File: src/rtl/inst_fetch.sv
// Instruction fetch unit: PC/IR/IRPC pipeline register with IDLE/RUN/HALT control,
// PC-relative branches and halt. Optional retired-instruction counter under INST_FETCH_ICOUNT_EN.
module inst_fetch #(
  parameter logic [7:0] RESET_PC = 8'd0
) (
  input  logic        clk,
  input  logic        reset,
  input  logic        start_i,
  input  logic [7:0]  start_addr_i,
  input  logic        stall_i,
  output logic [7:0]  address_o,
  input  logic [7:0]  inst_i,
  input  logic        br_cond_i,
  input  logic [7:0]  br_val_i,
  output logic [7:0]  inst_o,
  output logic        inst_valid_o,
  output logic        halted_o
`ifdef INST_FETCH_ICOUNT_EN
  ,
  output logic [15:0] icount_o
`endif
);

  typedef enum logic [1:0] {IDLE = 2'd0, RUN = 2'd1, HALT = 2'd2} state_t;

  localparam logic [7:0] HALT_OP = 8'b1000_1000;

  state_t     state_reg, state_next;
  logic [7:0] pc_reg, pc_next;
  logic [7:0] ir_reg, ir_next;
  logic [7:0] irpc_reg, irpc_next;
  logic       valid_reg, valid_next;

  logic       is_fwd, is_bwd, taken, is_halt;
  logic [7:0] seq_pc, target;

  // Decode only acts on a live IR; a flushed or stale IR never redirects.
  always_comb begin
    is_fwd  = valid_reg && (ir_reg[7:3] == 5'b11110);
    is_bwd  = valid_reg && (ir_reg[7:3] == 5'b10110);
    taken   = (is_fwd || is_bwd) && br_cond_i;
    is_halt = valid_reg && (ir_reg == HALT_OP);
    seq_pc  = irpc_reg + 8'd1;
    target  = is_fwd ? (seq_pc + br_val_i) : (seq_pc - br_val_i);
  end

  always_ff @(posedge clk) begin
    if (reset) begin
      state_reg <= IDLE;
      pc_reg    <= RESET_PC;
      ir_reg    <= 8'h00;
      irpc_reg  <= 8'h00;
      valid_reg <= 1'b0;
    end else begin
      state_reg <= state_next;
      pc_reg    <= pc_next;
      ir_reg    <= ir_next;
      irpc_reg  <= irpc_next;
      valid_reg <= valid_next;
    end
  end

  always_comb begin
    state_next = state_reg;
    pc_next    = pc_reg;
    ir_next    = ir_reg;
    irpc_next  = irpc_reg;
    valid_next = valid_reg;
    case (state_reg)
      IDLE, HALT: begin
        if (start_i) begin
          state_next = RUN;
          pc_next    = start_addr_i;
          valid_next = 1'b0;
        end
      end
      RUN: begin
        // Restart outranks stall, branch and halt.
        if (start_i) begin
          pc_next    = start_addr_i;
          valid_next = 1'b0;
        end else if (!stall_i) begin
          if (taken) begin
            pc_next    = target;
            valid_next = 1'b0;
          end else if (is_halt) begin
            state_next = HALT;
            pc_next    = seq_pc;
            valid_next = 1'b0;
          end else begin
            ir_next    = inst_i;
            irpc_next  = pc_reg;
            pc_next    = pc_reg + 8'd1;
            valid_next = 1'b1;
          end
        end
      end
      default: begin
        state_next = IDLE;
        valid_next = 1'b0;
      end
    endcase
  end

  always_comb begin
    address_o    = pc_reg;
    inst_o       = ir_reg;
    inst_valid_o = valid_reg;
    halted_o     = (state_reg == HALT);
  end

`ifdef INST_FETCH_ICOUNT_EN
  logic [15:0] icount_reg;

  always_ff @(posedge clk) begin
    if (reset || start_i) begin
      icount_reg <= 16'h0000;
    end else if (valid_reg && !stall_i && (icount_reg != 16'hffff)) begin
      icount_reg <= icount_reg + 16'd1;
    end
  end

  assign icount_o = icount_reg;
`endif

endmodule

File: config.mk
export PLATFORM = sky130hd
export DESIGN_NAME = inst_fetch
export DESIGN_NICKNAME = d
export VERILOG_FILES = /design/src/rtl/inst_fetch.sv
export SDC_FILE = /design/constraint.sdc
export NUM_CORES = 1
export LEC_CHECK = 0
export CAP_MARGIN = 25
export CORE_MARGIN = 2
export CORE_UTILIZATION = 44
export CTS_CLUSTER_DIAMETER = 60
export DETAILED_ROUTE_END_ITERATION = 12
export PLACE_DENSITY = 0.72
export SLEW_MARGIN = 20
export SYNTH_ARGS = -nofsm -noshare
export SYNTH_HDL_FRONTEND = slang
export SYNTH_SLANG_ARGS = --single-unit
File: constraint.sdc
create_clock -name clk -period 6.1 [get_ports clk]
set_input_delay 1.525 -clock clk [delete_from_list [all_inputs] [get_ports clk]]
set_output_delay 1.525 -clock clk [all_outputs]
set_load 0.03 [all_outputs]
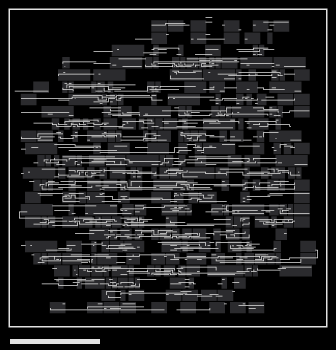
*Metal 1*
The bar under the picture is 20 um long.
wire length on this layer: 2300 um
share of all routed wire: 47%

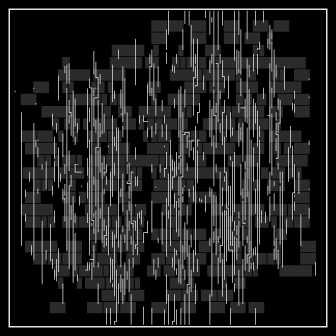
*The metal 2 layer*
wire length on this layer: 2340 um
main direction: vertical
longest straight run: 36.7 um
share of all routed wire: 48%
nets with wire on the layer: 279
total wirelength of the detailed-routed design: 4.86 mm
vias after detailed routing: 1936
met2 track utilization from global routing: 0.358

==> reports/metrics.yaml <==
floorplanning:
  design.core.area_sq_mm: 0.00429
  die.size.y_um: 70.2
  top_level_ports: 47
  fp_util: 0.449
  fp-row-count: 24
  dieArea_sq_mm: 0.00493
global_routing:
  grt_overflow_total: 0
  antenna_found_initial: 0
  number_of_global_route_vias_before_repair: 1817
  grt_pass1_wl_mm: 8.17
sta:
  fmax_ghz: 0.250
  final_period_minus_worst_setup_slack_ps: 4000
  fin_setup_tns_ps: 0
  maxSlewHeadroom: 0.620
  finalCritPeriodShare: 0.656
  unrepaired_setup_endpoints_after_global_routing: "no"
  setup_viol_count_final: 0
logic_synthesis:
  register_area_share_after_synthesis: 0.280
  post_synth_regs: 27
  postSynthNetCount: 300
  syn_avg_cell_area_sq_um: 7.42
  top_area_frac: 0.280
  synthesis.yosys.warnings: 0
  synth.cell_area_sq_mm: 0.00193
  synth_top_cell_by_area: "dfxtp_1"
  synth-async-reset-ratio: 0
  syn-instance-count: 260
  top_cells_by_area: "dfxtp_1, nand2_1, a21oi_1"
placed_design:
  numPortBuffers: 46
  dpl.cell_count: 352
  dp_hpwl_mm: 3.74
  dpl_cell_area_sq_mm: 0.00244
route:
  drt_iter0_markers: 88
  final_routed_wire_length_divided_by_cell_count_um: 13.6
  post-route-drc-count: 0
worst_setup_path:
  critical_path.max_stage_delay_ps: 460
  largest_delay_contributor_family_on_the_critical_path: "simple AND/OR/NAND/NOR gates"
  critical_path_peak_fanout: 3
  cpMaxStageDelayCell: "or4b_1"
  timing.critical_path.required_ps: 6330
  worst_setup_path_end_kind: "flop"
  cp_num_buf_inv: 1
  worst_setup_path_startpoint: "br_val_i[2]"
  startpoint_class: "input port"
finish:
  share_of_final_layout_standard_cells_stronger_than_drive_strength_1: 0.0428
  syn2layout_area_growth_pct: 28.9
  fin_nets: 345
  stdcell_count: 356
  antenna_cells: 0
clocking:
  postCtsHoldBufs: 0
  root_cell_of_the_clock_tree: "clkbuf_8"
  cts.sink_count: 27
  clockBufferDepth: 2
  htreeDepth: 1
  clock_input_transition_at_the_sequential_cells_of_the_worst_setup_and_hold_paths_ps: 100
  clkLatencyLatePin_ps: 280
  cts_repair_resize_count: 0
  cts_made_buffers: 3
power_and_ir_drop:
  pwr-share-comb: 0.259
  report.power.total_uw: 399
  vdd_ir_drop_max_v: 0.000143
  pwr-share-seq: 0.486
  leakage_nw: 0.959
  power.internal_uw: 281
  cellPowerDensity_mw_per_mm2: 161
  clock_power_share: 0.255
flow_run:
  tool_warnings: 26
hold_path:
  hold_path.startpoint: "irpc_reg[6]$_SDFFE_PP0P_"
  hold_path.class: "reg2reg"
status:
  status: "finished clean"
## final cells by class
cell class              instances  area [sq um]  area share
multi-input cells             210          1290       0.521
clock inverters                 1          5.00     0.00201
repair buffers                 50           490       0.197
well taps                      52          65.1      0.0262
flip-flops and latches         27           541       0.217
clock buffers                   3          41.3      0.0166
inverters                      13          48.8      0.0196
## metal layers
metal	up-vias	track usage	share of wire
met4	0	0.0385	0.0086
met5	-	0	0
met3	6	0.0260	0.035
li1	998	-	-
met2	38	0.358	0.48
met1	894	0.263	0.47
## Yosys cell counts (all sizes together), types with 3 or more instances
cell type,count
nand2,49
buf,5
or3,6
nor2b,3
inv,13
nand3,15
a21oi,26
dfxtp,27
xor2,8
ha,10
clkbuf,5
nor3,9
o21ai,12
o211ai,5
mux2i,4
nor2,21
xnor2,10
## final timing paths
kind,end,slack (ps),cells after the start
worst max-delay path,address_o[6]$_SDFFE_PP0P_,2100,11
worst min-delay path,irpc_reg[6]$_SDFFE_PP0P_,460,2
worst max register to register,address_o[6]$_SDFFE_PP0P_,3280,12
worst min register to register,irpc_reg[6]$_SDFFE_PP0P_,460,2
## worst register-to-register path: stages, from the launching register on
cell and delay (ps):
dfxtp_1 400, nand3_1 150, nor2_1 190, nand2_1 160, nand2_1 110, xnor2_1 60, ha_1 320, o21ai_0 300
a21oi_1 110, o21a_1 190, or4b_1 460, a31oi_1 190, a311o_2 140
## stage by stage
step / hold WS [ps] / utilization / setup slack (ps)
2_1_floorplan: 436 / - / 2450
3_3_place_gp: 448 / 0.566 / 1900
3_5_place_dp: 452 / 0.568 / 1840
4_1_cts: 467 / 0.579 / 2120
5_1_grt: 499 / 0.579 / 1880
6_report: 464 / 0.579 / 2100
## cells by family after synthesis
| group | after synthesis | share of synthesized area |
|---|---|---|
| buffers and inverters | 23 | 0.0480 |
| flip-flops | 27 | 0.280 |
| AND/OR/NAND/NOR | 114 | 0.281 |
| multiplexers | 5 | 0.0266 |
| XOR/XNOR | 19 | 0.0934 |
| adder cells (fa/ha/maj) | 11 | 0.0753 |
| AND-OR/OR-AND | 61 | 0.195 |
## layout by cell type (no fill, tap or decap), types with 2 or more instances in the layout
cell type / count
nand3_1: 14
nor3b_1: 2
o21ai_0: 11
buf_4: 4
dfxtp_1: 27
or3_1: 6
nor3_1: 9
nor2_1: 21
a21oi_1: 26
o211ai_1: 5
mux2i_1: 4
clkbuf_8: 3
xnor2_1: 10
nand2_1: 49
clkdlybuf4s50_1: 46
nor2b_1: 3
a21o_1: 2
a221oi_1: 2
xor2_1: 8
a211o_1: 2
inv_1: 13
nor4b_1: 2
ha_1: 10
## power groups by stage
stage	registers (mW)	clock network (mW)	logic [mW]
after floorplan	0.207	0	0.0492
after global placement	0.198	0	0.102
after detailed placement	0.199	0	0.103
after CTS	0.194	0.106	0.104
after global routing	0.196	0.112	0.113
final	0.194	0.102	0.103
Power and IR drop assume default switching activity.
